--- src/rtl/gecko_reg_scoreboard_pkg.sv ---
// gecko_reg_scoreboard_pkg: register address and status types used by the scoreboard
package rv32;
    typedef logic [4:0] rv32_reg_addr_t;
endpackage

package gecko;
    typedef logic [1:0] gecko_reg_status_t;
    localparam gecko_reg_status_t GECKO_REG_STATUS_VALID = 2'd0;
    localparam gecko_reg_status_t GECKO_REG_STATUS_FULL  = 2'd3;
endpackage

--- src/rtl/gecko_sat_counter.sv ---
// gecko_sat_counter: saturating up/down counter reporting applied steps and dropped over/underflows
module gecko_sat_counter #(
    parameter int W = 2
) (
    input  logic         clk,
    input  logic         rst,
    input  logic         inc,
    input  logic         dec,
    output logic [W-1:0] count,
    output logic         up,
    output logic         dn,
    output logic         ovf,
    output logic         unf
);
    logic [W-1:0] count_q, count_d;

    // a simultaneous inc and dec cancels, so it can neither step nor saturate
    always_comb begin
        up      = inc && !dec && count_q != '1;
        dn      = dec && !inc && count_q != '0;
        ovf     = inc && !dec && count_q == '1;
        unf     = dec && !inc && count_q == '0;
        count_d = up ? count_q + W'(1) : dn ? count_q - W'(1) : count_q;
    end

    always_ff @(posedge clk or negedge rst)
        if (!rst) count_q <= '0;
        else      count_q <= count_d;

    assign count = count_q;
endmodule

--- src/rtl/gecko_reg_scoreboard.sv ---
// gecko_reg_scoreboard: per-register outstanding-write tracker for decode hazard checks
module gecko_reg_scoreboard
    import gecko::*;
    import rv32::*;
#(
    parameter int COUNTER_WIDTH = 2
) (
    input  logic                     clk,
    input  logic                     rst,
    input  logic                     reserve_valid,
    input  rv32_reg_addr_t           reserve_addr,
    input  logic                     retire_valid,
    input  rv32_reg_addr_t           retire_addr,
    input  rv32_reg_addr_t           rs1_addr,
    input  rv32_reg_addr_t           rs2_addr,
    input  rv32_reg_addr_t           rd_addr,
    output logic [COUNTER_WIDTH-1:0] rs1_status,
    output logic [COUNTER_WIDTH-1:0] rs2_status,
    output logic [COUNTER_WIDTH-1:0] rd_status,
    output logic [6:0]               outstanding,
    output logic                     idle,
    output logic                     error
);
    logic [COUNTER_WIDTH-1:0] cnt [32];
    logic [31:0] up, dn, ovf, unf;
    logic [6:0] outstanding_q, outstanding_d;
    logic idle_q, idle_d, error_q, error_d;

    // x0 has no counter: it reads VALID and never steps or flags
    assign cnt[0] = COUNTER_WIDTH'(GECKO_REG_STATUS_VALID);
    assign up[0]  = 1'b0;
    assign dn[0]  = 1'b0;
    assign ovf[0] = 1'b0;
    assign unf[0] = 1'b0;

    for (genvar i = 1; i < 32; i++) begin : g_reg
        gecko_sat_counter #(.W(COUNTER_WIDTH)) u_cnt (
            .clk   (clk),
            .rst   (rst),
            .inc   (reserve_valid && reserve_addr == 5'(i)),
            .dec   (retire_valid && retire_addr == 5'(i)),
            .count (cnt[i]),
            .up    (up[i]),
            .dn    (dn[i]),
            .ovf   (ovf[i]),
            .unf   (unf[i])
        );
    end

    always_comb begin
        outstanding_d = outstanding_q + 7'(|up) - 7'(|dn);
        idle_d        = outstanding_d == '0;
        error_d       = error_q || |ovf || |unf;
    end

    always_ff @(posedge clk or negedge rst)
        if (!rst) begin
            outstanding_q <= '0;
            idle_q        <= 1'b1;
            error_q       <= 1'b0;
        end else begin
            outstanding_q <= outstanding_d;
            idle_q        <= idle_d;
            error_q       <= error_d;
        end

    assign rs1_status  = cnt[rs1_addr];
    assign rs2_status  = cnt[rs2_addr];
    assign rd_status   = cnt[rd_addr];
    assign outstanding = outstanding_q;
    assign idle        = idle_q;
    assign error       = error_q;
endmodule

--- config.mk ---
export PLATFORM = sky130hd
export DESIGN_NAME = gecko_reg_scoreboard
export DESIGN_NICKNAME = d
export VERILOG_FILES = /design/src/rtl/gecko_reg_scoreboard_pkg.sv /design/src/rtl/gecko_sat_counter.sv /design/src/rtl/gecko_reg_scoreboard.sv
export SDC_FILE = /design/constraint.sdc
export NUM_CORES = 1
export LEC_CHECK = 0
export ABC_CLOCK_PERIOD_IN_PS = 5100
export CAP_MARGIN = 30
export CORE_ASPECT_RATIO = 0.9
export CORE_UTILIZATION = 55
export CTS_CLUSTER_SIZE = 25
export DETAILED_ROUTE_END_ITERATION = 7
export GPL_TIMING_DRIVEN = 0
export PLACE_DENSITY = 0.84
export SLEW_MARGIN = 0
export SYNTH_ARGS = -nofsm -noshare
export SYNTH_HDL_FRONTEND = slang
export SYNTH_SLANG_ARGS = --single-unit
--- constraint.sdc ---
create_clock -name clk -period 5.1 [get_ports clk]
set_input_delay 1.02 -clock clk [delete_from_list [all_inputs] [get_ports clk]]
set_output_delay 1.02 -clock clk [all_outputs]
set_load 0.005 [all_outputs]
### Clock nets

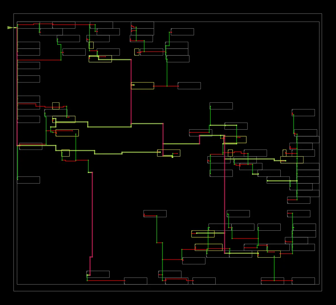
clock buffers: 10
Inserted Clock Buffers: 9
Worst-Skew Late Latency: 0.36 ns

### Supply network

Pins as bars on the die edge.
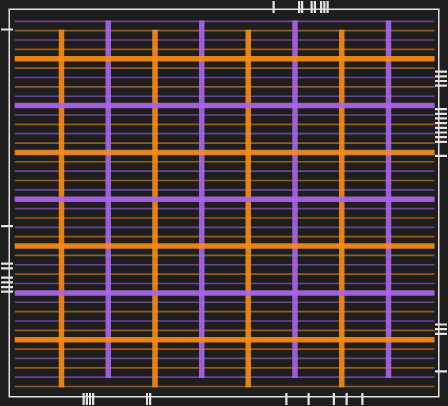
[VSS] orange
[VDD] purple
met1 rails: 40
met4 straps: 8
rows: 39
VDD IR max: 0.0003007 V
Die W: 124.3 um
CORE AREA: 12,930 um^2
chip height: 112.1 um

### Gate-type map

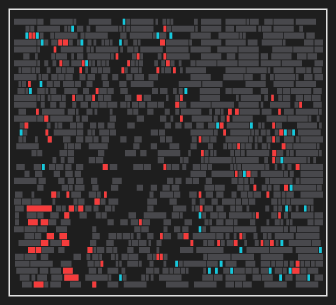
[inv cells] cyan | cells: 39 | most used: inv_1 | where: all over the die
[nand cells] red | cells: 95 | most used: nand2_1 | where: all over the die

==> results.json <==
{
  "yosysSeqAreaShare_pct": 24.01,
  "gp_congestion": 1.085,
  "synthAoiAreaFrac_pct": 30.60,
  "clockBufferDepth": 2,
  "inv_count": 39,
  "synthCells": 844,
  "layout_top_cell": "dfrtp_1",
  "maxPowerGroup": "combinational logic",
  "critPathTopFamily": "simple AND/OR/NAND/NOR gates",
  "relSlewSlack_pct": 42.41,
  "n_all_buffers": 164,
  "chipArea_um2": 13930,
  "cp-end-kind": "flip-flop",
  "grt_pass1_vias": 7621,
  "setup.worst_path.start": "reserve_addr[3]",
  "h-tree-depth": 3,
  "power_clock_mw": 0.637,
  "worst_pin_slew_ns": 0.8420,
  "r2r_start": "g_reg[2].u_cnt.count[0]",
  "ys_sh_mux_pct": 17.94,
  "fin_nets": 955,
  "status": "completed",
  "comb_cells": 633,
  "clkTransAtPathRegs_ns": 0.07,
  "largest_reg_flops": 62,
  "syn-cell-area_um2": 7406,
  "fin_crit_sh_pct": 97.48,
  "dpl.hpwl_um": 23700,
  "final_cell_mix": "dfrtp_1 (70), nor2_1 (69), a21oi_1 (63), mux4_2 (54), nand2_1 (52)",
  "cts_root_buffer": "clkbuf_16",
  "antenna_found_initial": 0,
  "vias_per_cell": 7.721,
  "hold_viol_final": 0
}
